`config.mk`:
```
export PLATFORM = sky130hd
export DESIGN_NAME = rx_serial
export DESIGN_NICKNAME = d
export VERILOG_FILES = /design/src/rtl/rx_serial_pkg.sv /design/src/rtl/sync_2ff.sv /design/src/rtl/rx_serial.sv
export SDC_FILE = /design/constraint.sdc
export NUM_CORES = 1
export LEC_CHECK = 0
export CAP_MARGIN = 15
export CORE_MARGIN = 4
export CORE_UTILIZATION = 48
export CTS_BUF_LIST = sky130_fd_sc_hd__clkbuf_2
export DETAILED_ROUTE_END_ITERATION = 8
export GPL_TIMING_DRIVEN = 0
export MAX_ROUTING_LAYER = met4
export PLACE_DENSITY = 0.71
export SLEW_MARGIN = 20
export SYNTH_ARGS = -nofsm -noshare
export SYNTH_HDL_FRONTEND = slang
export SYNTH_SLANG_ARGS = --single-unit
```
`constraint.sdc`:
```
create_clock -name clk_i -period 1.7 [get_ports clk_i]
set_input_delay 0.17 -clock clk_i [delete_from_list [all_inputs] [get_ports clk_i]]
set_output_delay 0.17 -clock clk_i [all_outputs]
set_load 0.005 [all_outputs]
```
`src/rtl/rx_serial_pkg.sv`:
```
// -----------------------------------------------------------------------------
// rx_serial_pkg
//   Shared definitions for the serial receiver: FSM state encoding and the
//   default frame timing/width constants used as parameter defaults.
// -----------------------------------------------------------------------------
package rx_serial_pkg;

    localparam int CLKS_PER_BIT_DEF = 8;  // clock cycles per serial bit
    localparam int DATA_W_DEF       = 9;  // payload bits per frame

    typedef enum logic [2:0] {
        IDLE,   // line idle, waiting for a falling edge
        START,  // timing to the middle of the start bit
        DATA,   // sampling payload bits, LSB first
        STOP,   // sampling the stop bit
        BREAK   // stop bit was low; wait for the line to go high again
    } state_t;

endpackage : rx_serial_pkg

```
`src/rtl/sync_2ff.sv`:
```
// -----------------------------------------------------------------------------
// sync_2ff
//   Two-flop synchronizer bringing an asynchronous single-bit input into the
//   clk_i domain. Both flops reset to RESET_VAL.
//
// Ports
//   clk_i  in   sampling clock
//   rst_i  in   asynchronous active-high reset
//   d_i    in   asynchronous input
//   q_o    out  synchronized output (two cycles of latency)
// -----------------------------------------------------------------------------
module sync_2ff #(
    parameter logic RESET_VAL = 1'b1
) (
    input  logic clk_i,
    input  logic rst_i,
    input  logic d_i,
    output logic q_o
);

    logic meta_q;
    logic sync_q;

    // NOTE: non-blocking assignments make both flops sample their inputs at the
    // same edge; blocking here would collapse the chain into a single flop.
    always_ff @(posedge clk_i or posedge rst_i) begin
        if (rst_i) begin
            meta_q <= RESET_VAL;
            sync_q <= RESET_VAL;
        end else begin
            meta_q <= d_i;
            sync_q <= meta_q;
        end
    end

    assign q_o = sync_q;

endmodule : sync_2ff

```
`src/rtl/rx_serial.sv`:
```
// -----------------------------------------------------------------------------
// rx_serial
//   Serial frame receiver: 1 start bit (0), DATA_W data bits LSB first,
//   1 stop bit (1), no parity. The line is oversampled at CLKS_PER_BIT clocks
//   per bit and each bit is sampled near its middle.
//
// Ports
//   clk_i    in   clock, all state changes on the rising edge
//   rst_i    in   asynchronous active-high reset
//   rx_i     in   serial line, idle high, asynchronous to clk_i
//   data_o   out  last correctly framed word
//   valid_o  out  one-cycle pulse when data_o is updated
//   err_o    out  one-cycle pulse when the stop bit is sampled low
//   busy_o   out  high whenever the receiver is not idle
// -----------------------------------------------------------------------------
module rx_serial
    import rx_serial_pkg::*;
#(
    parameter int CLKS_PER_BIT = CLKS_PER_BIT_DEF,
    parameter int DATA_W       = DATA_W_DEF
) (
    input  logic              clk_i,
    input  logic              rst_i,
    input  logic              rx_i,
    output logic [DATA_W-1:0] data_o,
    output logic              valid_o,
    output logic              err_o,
    output logic              busy_o
);

    localparam int TMR_W = $clog2(CLKS_PER_BIT);
    localparam int IDX_W = $clog2(DATA_W + 1);

    // Timer terminal counts: half a bit lands in the middle of the start bit,
    // whole bits from there land in the middle of every following bit.
    localparam logic [TMR_W-1:0] HALF_LAST = TMR_W'(CLKS_PER_BIT / 2 - 1);
    localparam logic [TMR_W-1:0] BIT_LAST  = TMR_W'(CLKS_PER_BIT - 1);
    localparam logic [IDX_W-1:0] IDX_LAST  = IDX_W'(DATA_W - 1);

    logic rx_s;

    state_t              state_q, state_d;
    logic [TMR_W-1:0]    tmr_q,   tmr_d;
    logic [IDX_W-1:0]    idx_q,   idx_d;
    logic [DATA_W-1:0]   shift_q, shift_d;
    logic [DATA_W-1:0]   data_q,  data_d;
    logic                valid_q, valid_d;
    logic                err_q,   err_d;

    sync_2ff #(
        .RESET_VAL (1'b1)
    ) u_sync (
        .clk_i (clk_i),
        .rst_i (rst_i),
        .d_i   (rx_i),
        .q_o   (rx_s)
    );

    // NOTE: the shift register and output word are reset along with the
    // control state so data_o reads a defined 0 before the first frame.
    always_ff @(posedge clk_i or posedge rst_i) begin
        if (rst_i) begin
            state_q <= IDLE;
            tmr_q   <= '0;
            idx_q   <= '0;
            shift_q <= '0;
            data_q  <= '0;
            valid_q <= 1'b0;
            err_q   <= 1'b0;
        end else begin
            state_q <= state_d;
            tmr_q   <= tmr_d;
            idx_q   <= idx_d;
            shift_q <= shift_d;
            data_q  <= data_d;
            valid_q <= valid_d;
            err_q   <= err_d;
        end
    end

    // NOTE: every signal gets a default before the case statement, so no path
    // leaves one unassigned and no latch is inferred.
    always_comb begin
        state_d = state_q;
        tmr_d   = tmr_q;
        idx_d   = idx_q;
        shift_d = shift_q;
        data_d  = data_q;
        valid_d = 1'b0;
        err_d   = 1'b0;

        unique case (state_q)
            IDLE: begin
                tmr_d = '0;
                if (!rx_s) begin
                    state_d = START;
                end
            end

            START: begin
                if (tmr_q == HALF_LAST) begin
                    tmr_d = '0;
                    idx_d = '0;
                    // A line already back high mid-start-bit was a glitch.
                    state_d = rx_s ? IDLE : DATA;
                end else begin
                    tmr_d = tmr_q + 1'b1;
                end
            end

            DATA: begin
                if (tmr_q == BIT_LAST) begin
                    tmr_d = '0;
                    for (int i = 0; i < DATA_W; i++) begin
                        if (idx_q == IDX_W'(i)) begin
                            shift_d[i] = rx_s;
                        end
                    end
                    if (idx_q == IDX_LAST) begin
                        idx_d   = '0;
                        state_d = STOP;
                    end else begin
                        idx_d = idx_q + 1'b1;
                    end
                end else begin
                    tmr_d = tmr_q + 1'b1;
                end
            end

            STOP: begin
                if (tmr_q == BIT_LAST) begin
                    tmr_d = '0;
                    if (rx_s) begin
                        data_d  = shift_q;
                        valid_d = 1'b1;
                        state_d = IDLE;
                    end else begin
                        err_d   = 1'b1;
                        state_d = BREAK;
                    end
                end else begin
                    tmr_d = tmr_q + 1'b1;
                end
            end

            BREAK: begin
                tmr_d = '0;
                if (rx_s) begin
                    state_d = IDLE;
                end
            end

            default: begin
                state_d = IDLE;
            end
        endcase
    end

    assign data_o  = data_q;
    assign valid_o = valid_q;
    assign err_o   = err_q;
    assign busy_o  = (state_q != IDLE);

endmodule : rx_serial

```
Figure 1. Cells colored by class.
Fill, decap, tap and diode cells in gray.
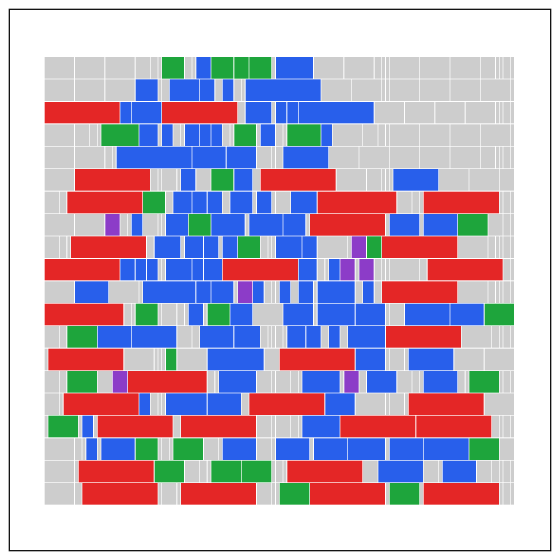
class	color	cells	share of their area
flip-flops	red	32	40%
all other logic	blue	101	45%
clock drivers and dummy loads	purple	7	1.8%
other buffers and delay cells	green	29	13%

Figure 2. Routed metal per tile.
The die is cut into 13 by 13 equal tiles; dark blue is low, red is high, scaled to the fullest tile. Values are wire area over tile area, all layers added.
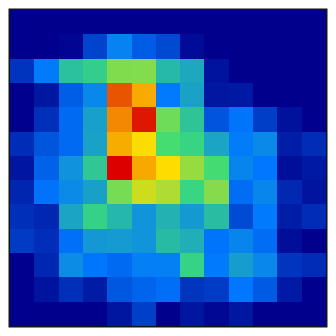
mean over tiles	0.13
nearly empty tiles	26%
fullest tile	0.59
emptiest ninth of the die	north-east

Figure 3. PDN straps and rails.
Scale bar: 20 um. Pins as bars on the die edge. Tap cells in gray.
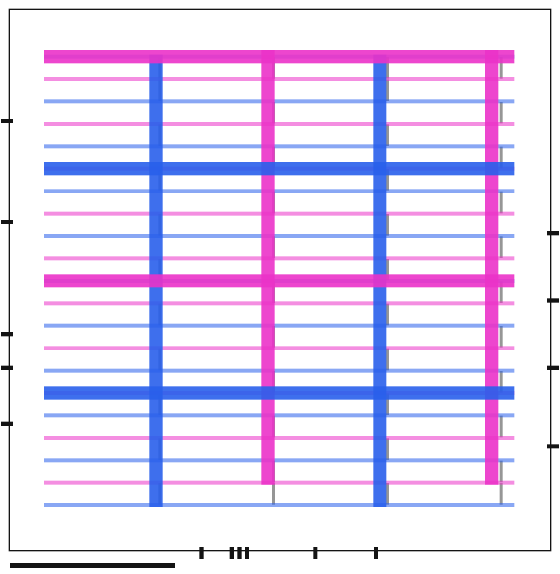
net	color
VDD	magenta
VSS	blue
tap cells	44
signal pins	15
met1 rails	21

==> qor.yml <==
status: "finished with violations"
violations: "setup timing"
synthTopCellsByArea: "dfrtp_1, mux2_2, ha_1, dfstp_2, nor3b_2"
cts.clk_slew.worst_paths_ns: 0.17
pre_cts_slack_ns: -0.173
max_freq_ghz: 0.532
grt_max_degree: 33
ant_nets: 0
worstMarginPinSlew_ns: 0.643
clockPowerShare_pct: 13.7
synth.avg_cell_area_um2: 11.6
reg2reg_depth: 6
ff_type: "dfrtp_1"
regArea_um2: 805
floorplan.core_util_pct: 51.1
setup_slack_ns: -0.181
dp_cells: 195
cp.required_ns: 1.94
p_sw_share_pct: 37.6
crit_type: "reg -> reg"
dr.pass1.iters: 5
r2r-start: "tmr_q[0]$_DFFE_PP0P_"
setup_viol: 9
edf_count: 0
htreeDepth: 2
xor_share_pct: 0.552
antenna_found_initial: 0
cp_max_fo: 4
wl_met1_um: 1510
pg_seq_mw: 1.01
area_share_nonclk_buffers_pct: 12.3
finalMaxSlewViolations: 0
wl_met2_um: 1650
log.warning_count: 34
met2_usage_pct: 27.7
drt-wirelength-per-cell_um: 16.1
finalCritPeriodShare_pct: 111
use_met3_pct: 5.30
rrSetupSlack_ns: -0.18
fa_ha_area_share_pct: 6.31
highest_layer: "met4"
grt_usage_pct: 17.4
nets: 180
power_switching_mw: 0.953
ys_cells: 137
gp_congestion: 0.827
top_area_cell: "dfrtp_1"
post-cts-setup-buffer-count: 4
crit_buf_inv: 0
